==> src/rtl/gecko_axi_loader.sv <==
`default_nettype none
// ============================================================================
// Module   : gecko_axi_loader
// Purpose  : AXI4 write initiator that streams a program image into
//            gecko_compute as 4 KB-safe INCR bursts, one burst in flight.
// Option   : GECKO_AXI_LOADER_READBACK_EN adds read-back with checksum compare
// Revision : 1.0
// ============================================================================
module gecko_axi_loader #(
   parameter int ADDR_WIDTH  = 32,
   parameter int DATA_WIDTH  = 32,
   parameter int ID_WIDTH    = 1,
   parameter int USER_WIDTH  = 1,
   parameter int MAX_BURST   = 16,
   parameter int COUNT_WIDTH = 16
) (
   input  logic                   clk,
   input  logic                   rst,
   input  logic                   cmd_valid,
   output logic                   cmd_ready,
   input  logic [ADDR_WIDTH-1:0]  cmd_addr,
   input  logic [COUNT_WIDTH-1:0] cmd_words,
   input  logic                   data_valid,
   output logic                   data_ready,
   input  logic [DATA_WIDTH-1:0]  data_payload,
   output logic                   axi_awvalid,
   input  logic                   axi_awready,
   output logic [ADDR_WIDTH-1:0]  axi_awaddr,
   output logic [7:0]             axi_awlen,
   output logic [2:0]             axi_awsize,
   output logic [1:0]             axi_awburst,
   output logic [3:0]             axi_awcache,
   output logic                   axi_awlock,
   output logic [2:0]             axi_awprot,
   output logic [3:0]             axi_awqos,
   output logic [USER_WIDTH-1:0]  axi_awuser,
   output logic [ID_WIDTH-1:0]    axi_awid,
   output logic                   axi_wvalid,
   input  logic                   axi_wready,
   output logic [DATA_WIDTH-1:0]  axi_wdata,
   output logic [3:0]             axi_wstrb,
   output logic                   axi_wlast,
   input  logic                   axi_bvalid,
   output logic                   axi_bready,
   input  logic [1:0]             axi_bresp,
   input  logic [ID_WIDTH-1:0]    axi_bid,
`ifdef GECKO_AXI_LOADER_READBACK_EN
   output logic                   axi_arvalid,
   input  logic                   axi_arready,
   output logic [ADDR_WIDTH-1:0]  axi_araddr,
   output logic [7:0]             axi_arlen,
   output logic [2:0]             axi_arsize,
   output logic [1:0]             axi_arburst,
   output logic [3:0]             axi_arcache,
   output logic                   axi_arlock,
   output logic [2:0]             axi_arprot,
   output logic [3:0]             axi_arqos,
   output logic [USER_WIDTH-1:0]  axi_aruser,
   output logic [ID_WIDTH-1:0]    axi_arid,
   input  logic                   axi_rvalid,
   output logic                   axi_rready,
   input  logic [DATA_WIDTH-1:0]  axi_rdata,
   input  logic [1:0]             axi_rresp,
   input  logic                   axi_rlast,
   input  logic [ID_WIDTH-1:0]    axi_rid,
   output logic                   mismatch_flag,
`endif
   output logic                   busy,
   output logic                   done_flag,
   output logic                   error_flag
);

   localparam logic [2:0] S_IDLE    = 3'd0;
   localparam logic [2:0] S_AW      = 3'd1;
   localparam logic [2:0] S_W       = 3'd2;
   localparam logic [2:0] S_B       = 3'd3;
   localparam logic [2:0] S_READ_AR = 3'd4;
   localparam logic [2:0] S_READ_R  = 3'd5;
   localparam int         CMP_W     = (COUNT_WIDTH > 11) ? COUNT_WIDTH : 11;

   logic [2:0]             state_q, state_d;
   logic [ADDR_WIDTH-1:0]  addr_q, addr_d;
   logic [COUNT_WIDTH-1:0] rem_q, rem_d;
   logic [7:0]             len_q, len_d;
   logic [7:0]             beat_q, beat_d;
   logic                   busy_q, busy_d, done_q, done_d, err_q, err_d;

   logic [8:0]             beats;
   logic [ADDR_WIDTH-1:0]  next_addr;
   logic [COUNT_WIDTH-1:0] next_rem;
   logic [ADDR_WIDTH-1:0]  cmd_addr_al;
   logic                   w_beat;
   logic                   unused_ok;

   // Burst beats = min(MAX_BURST, remaining, words left before the 4 KB line).
   function automatic logic [7:0] f_len(input logic [ADDR_WIDTH-1:0]  a,
                                        input logic [COUNT_WIDTH-1:0] rem);
      logic [10:0] to4k;
      logic [10:0] n;
      to4k = 11'd1024 - {1'b0, a[11:2]};
      n    = (11'(MAX_BURST) < to4k) ? 11'(MAX_BURST) : to4k;
      if (CMP_W'(rem) < CMP_W'(n)) n = 11'(rem);
      return 8'(n - 11'd1);
   endfunction

   assign beats       = 9'(len_q) + 9'd1;
   assign next_addr   = addr_q + ADDR_WIDTH'({beats, 2'b00});
   assign next_rem    = rem_q - COUNT_WIDTH'(beats);
   assign cmd_addr_al = {cmd_addr[ADDR_WIDTH-1:2], 2'b00};

   assign cmd_ready   = (state_q == S_IDLE);
   assign axi_awvalid = (state_q == S_AW);
   assign axi_awaddr  = addr_q;
   assign axi_awlen   = len_q;
   assign axi_awsize  = 3'b010;
   assign axi_awburst = 2'b01;
   assign axi_awcache = 4'b0011;
   assign axi_awlock  = 1'b0;
   assign axi_awprot  = 3'b000;
   assign axi_awqos   = 4'b0000;
   assign axi_awuser  = '0;
   assign axi_awid    = '0;
   assign axi_wvalid  = (state_q == S_W) && data_valid;
   assign data_ready  = (state_q == S_W) && axi_wready;
   assign axi_wdata   = (state_q == S_W) ? data_payload : '0;
   assign axi_wstrb   = 4'hF;
   assign axi_wlast   = (state_q == S_W) && (beat_q == len_q);
   assign axi_bready  = (state_q == S_B);
   assign w_beat      = axi_wvalid && axi_wready;
   assign busy        = busy_q;
   assign done_flag   = done_q;
   assign error_flag  = err_q;

`ifdef GECKO_AXI_LOADER_READBACK_EN
   logic [ADDR_WIDTH-1:0]  base_q, base_d;
   logic [COUNT_WIDTH-1:0] words_q, words_d;
   logic [31:0]            wsum_q, wsum_d, rsum_q, rsum_d;
   logic                   mism_q, mism_d;

   assign axi_arvalid   = (state_q == S_READ_AR);
   assign axi_araddr    = addr_q;
   assign axi_arlen     = len_q;
   assign axi_arsize    = 3'b010;
   assign axi_arburst   = 2'b01;
   assign axi_arcache   = 4'b0011;
   assign axi_arlock    = 1'b0;
   assign axi_arprot    = 3'b000;
   assign axi_arqos     = 4'b0000;
   assign axi_aruser    = '0;
   assign axi_arid      = '0;
   assign axi_rready    = (state_q == S_READ_R);
   assign mismatch_flag = mism_q;
   assign unused_ok     = ^{cmd_addr[1:0], axi_bid, axi_rid};
`else
   assign unused_ok     = ^{cmd_addr[1:0], axi_bid};
`endif

   always_comb begin
      state_d = state_q;
      addr_d  = addr_q;
      rem_d   = rem_q;
      len_d   = len_q;
      beat_d  = beat_q;
      busy_d  = busy_q;
      done_d  = done_q;
      err_d   = err_q;
`ifdef GECKO_AXI_LOADER_READBACK_EN
      base_d  = base_q;
      words_d = words_q;
      wsum_d  = wsum_q;
      rsum_d  = rsum_q;
      mism_d  = mism_q;
`endif
      case (state_q)
         S_IDLE: begin
            if (cmd_valid) begin
               addr_d = cmd_addr_al;
               rem_d  = cmd_words;
               beat_d = 8'd0;
               err_d  = 1'b0;
`ifdef GECKO_AXI_LOADER_READBACK_EN
               base_d  = cmd_addr_al;
               words_d = cmd_words;
               wsum_d  = 32'd0;
               rsum_d  = 32'd0;
               mism_d  = 1'b0;
`endif
               if (cmd_words == '0) begin
                  done_d = 1'b1;
               end else begin
                  done_d  = 1'b0;
                  busy_d  = 1'b1;
                  len_d   = f_len(cmd_addr_al, cmd_words);
                  state_d = S_AW;
               end
            end
         end
         S_AW: begin
            if (axi_awready) state_d = S_W;
         end
         S_W: begin
            if (w_beat) begin
`ifdef GECKO_AXI_LOADER_READBACK_EN
               wsum_d = wsum_q + 32'(data_payload);
`endif
               if (beat_q == len_q) begin
                  beat_d  = 8'd0;
                  state_d = S_B;
               end else begin
                  beat_d = beat_q + 8'd1;
               end
            end
         end
         S_B: begin
            if (axi_bvalid) begin
               if (axi_bresp != 2'b00) err_d = 1'b1;
               addr_d = next_addr;
               rem_d  = next_rem;
               if (next_rem == '0) begin
`ifdef GECKO_AXI_LOADER_READBACK_EN
                  // Replay the exact burst split from the original base.
                  addr_d  = base_q;
                  rem_d   = words_q;
                  len_d   = f_len(base_q, words_q);
                  state_d = S_READ_AR;
`else
                  done_d  = 1'b1;
                  busy_d  = 1'b0;
                  state_d = S_IDLE;
`endif
               end else begin
                  len_d   = f_len(next_addr, next_rem);
                  state_d = S_AW;
               end
            end
         end
`ifdef GECKO_AXI_LOADER_READBACK_EN
         S_READ_AR: begin
            if (axi_arready) state_d = S_READ_R;
         end
         S_READ_R: begin
            if (axi_rvalid) begin
               rsum_d = rsum_q + 32'(axi_rdata);
               if (axi_rresp != 2'b00) err_d = 1'b1;
               if (axi_rlast) begin
                  addr_d = next_addr;
                  rem_d  = next_rem;
                  if (next_rem == '0) begin
                     mism_d  = (rsum_d != wsum_q);
                     done_d  = 1'b1;
                     busy_d  = 1'b0;
                     state_d = S_IDLE;
                  end else begin
                     len_d   = f_len(next_addr, next_rem);
                     state_d = S_READ_AR;
                  end
               end
            end
         end
`endif
         default: state_d = S_IDLE;
      endcase
   end

   always_ff @(posedge clk or negedge rst) begin
      if (!rst) begin
         state_q <= S_IDLE;
         addr_q  <= '0;
         rem_q   <= '0;
         len_q   <= 8'd0;
         beat_q  <= 8'd0;
         busy_q  <= 1'b0;
         done_q  <= 1'b0;
         err_q   <= 1'b0;
`ifdef GECKO_AXI_LOADER_READBACK_EN
         base_q  <= '0;
         words_q <= '0;
         wsum_q  <= 32'd0;
         rsum_q  <= 32'd0;
         mism_q  <= 1'b0;
`endif
      end else begin
         state_q <= state_d;
         addr_q  <= addr_d;
         rem_q   <= rem_d;
         len_q   <= len_d;
         beat_q  <= beat_d;
         busy_q  <= busy_d;
         done_q  <= done_d;
         err_q   <= err_d;
`ifdef GECKO_AXI_LOADER_READBACK_EN
         base_q  <= base_d;
         words_q <= words_d;
         wsum_q  <= wsum_d;
         rsum_q  <= rsum_d;
         mism_q  <= mism_d;
`endif
      end
   end

endmodule
`default_nettype wire

==> config.mk <==
export PLATFORM = sky130hd
export DESIGN_NAME = gecko_axi_loader
export DESIGN_NICKNAME = d
export VERILOG_FILES = /design/src/rtl/gecko_axi_loader.sv
export SDC_FILE = /design/constraint.sdc
export NUM_CORES = 1
export LEC_CHECK = 0
export CAP_MARGIN = 15
export CELL_PAD_IN_SITES_DETAIL_PLACEMENT = 0
export CELL_PAD_IN_SITES_GLOBAL_PLACEMENT = 1
export CORE_MARGIN = 2
export CORE_UTILIZATION = 30
export DETAILED_ROUTE_END_ITERATION = 8
export PLACE_DENSITY_LB_ADDON = 0.1
export SYNTH_ARGS = -nofsm -noshare
export SYNTH_HDL_FRONTEND = slang
export SYNTH_SLANG_ARGS = --single-unit
export TNS_END_PERCENT = 1
==> constraint.sdc <==
create_clock -name clk -period 5.39 [get_ports clk]
set_input_delay 1.078 -clock clk [delete_from_list [all_inputs] [get_ports clk]]
set_output_delay 1.078 -clock clk [all_outputs]
set_load 0.1 [all_outputs]
layer_met3.png
The bar under the picture is 50 um long.
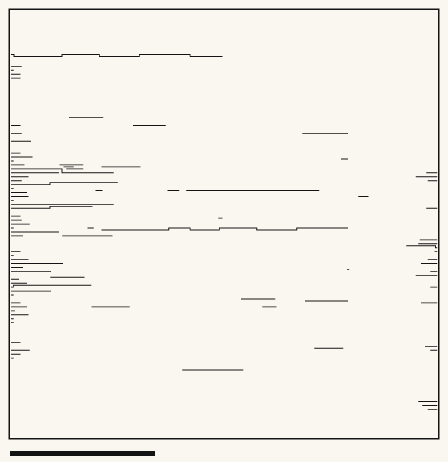
wire length on this layer = 851 um
main direction = horizontal
longest straight run = 45.5 um

flops_by_reg.png
The bar under the picture is 50 um long.
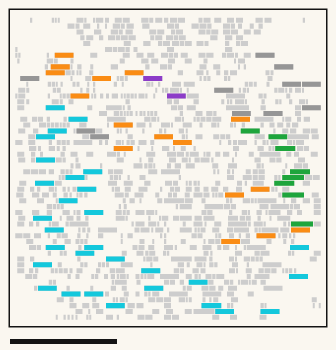
`axi_awaddr` -> cyan  # flops 30
`state_q` -> purple  # flops 2
`rem_q` -> orange  # flops 16
`axi_awlen` -> green  # flops 8, where middle right
not colored = 11

placement.png
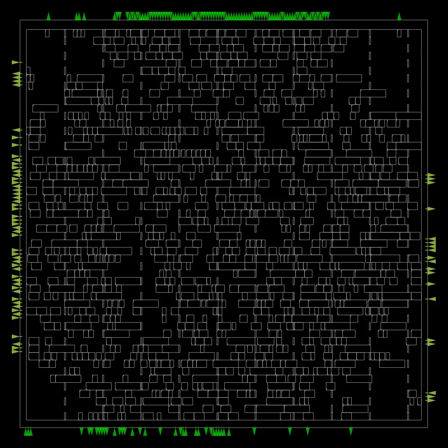
Final Core Density: 44.7%
FFs & Latches: 67

cell_density.png
15 x 15 tiles, from white (low) to dark blue (high), 0 to 100% covered.
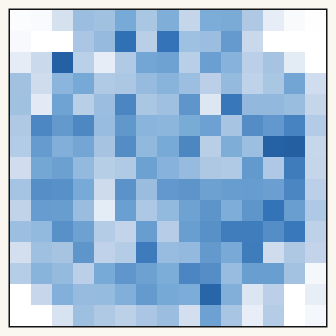
tiles over 75% full = 1.8%
nearly empty tiles = 5.8%
mean over tiles = 40%
fullest tile = 81%

==> impl_metrics.yaml <==
# flow metrics
logic_synthesis:
  edf_count: 0
  syn_inst: 773
  yosysMostFrequentCell: "nand2_1"
  avgSynthCellArea_sq_um: 8.00
  synthTopLogicFamily: "AND-OR/OR-AND gates"
  xor_share_pct: 5.52
  synth_stat.cells: 773
  top_area_share_pct: 27.1
  ff_type: "dfrtp_1"
  yosys_area_sq_um: 6190
  top_cells_by_area: "dfrtp_1 (27%), ha_1 (9.5%), o21ai_0 (5.3%), nand2_1 (4.7%), a21oi_1 (3.9%)"
  ys_ff: 67
  async_reset_ff_share_pct: 100
final_layout:
  stdcell_count: 1262
  lay_top_cells: "clkdlybuf4s50_1 (164), nand2_1 (76), o21ai_0 (64)"
  fillers: 2069
  comb_area_sq_um: 4510
  area_growth_pct: 46.1
  clockBufferCount: 12
  sh_comb_area_pct: 49.9
  clock_area_share_pct: 3.28
  design_area_sq_um: 9040
  bufAreaShareNonClock_pct: 22.8
  layout.cells.most_common: "clkdlybuf4s50_1"
  drive_above_1_share_pct: 13.7
setup_path:
  path_max_fanout: 5
  critPathMaxStageDelay_ns: 0.45
  worstSetupStartpoint: "axi_awlen[0]"
  reg2reg_to: "axi_awlen[7]"
  slowest_stage: "dfrtp_4"
  reg2reg_slack_ns: 0.26
  path_cells: "and3_4 -> nand3_2 -> nor2_4 -> xor2_4 -> ha_4 -> a2111oi_4 -> o21ai_2 -> nand2_1 -> xor2_2 -> a2111oi_4 -> buf_4 -> buf_4 -> nand2_1 -> ha_2 -> a21o_1 -> a211o_1 -> nand4_1 -> o2111ai_4 -> a41oi_2 -> o311a_1 -> nand4_2 -> o31a_1 -> o31ai_2"
  required_ns: 5.65
  worstSetupPathDepth: 23
  r2r_cells: 23
  arrival_ns: 5.38
clock_tree:
  cts_resized: 4
  clock-sinks: 67
  clkTransAtPathRegs_ns: 0.06
  cts_buffers: 9
  clk_latency_ns: 0.35
  postCtsHoldBufs: 0
  root_buffer: "clkbuf_16"
global_routing:
  busiest_layer: "met2"
  grt_pass1_wl_mm: 32.8
  globalRouteMet2Util_pct: 29.0
  grt_use_met1_pct: 27.4
sta:
  rsz0062_at_grt: "yes"
  final.setup_skew_ns: 0.00641
  tns_ns: 0
  min_period_ns: 5.13
  hold-worst-slack_ns: 0.490
drt:
  ant_nets: 0
  drc: 0
  routed_wl_mm: 20.6
  viasPerCell: 4.84
  topRoutingLayerUsed: "met4"
  met2_wirelength_mm: 9.38
  drt-met1-wl_mm: 10.2
place:
  place_ws_ns: -0.00180
  gp_congestion: 0.874
  dp_cells: 1241
flow_run:
  warnings: 33
  max_cap_viol_count: 0
die:
  die_w_um: 148
  initCoreUtil_pct: 30.6
  dieArea_sq_um: 21800
hold_path:
  hold_end: "rem_q[0]"
  hold_class: "reg2reg"
  min_path_cells: 2
outcome:
  outcome: "finished, final reports clean"
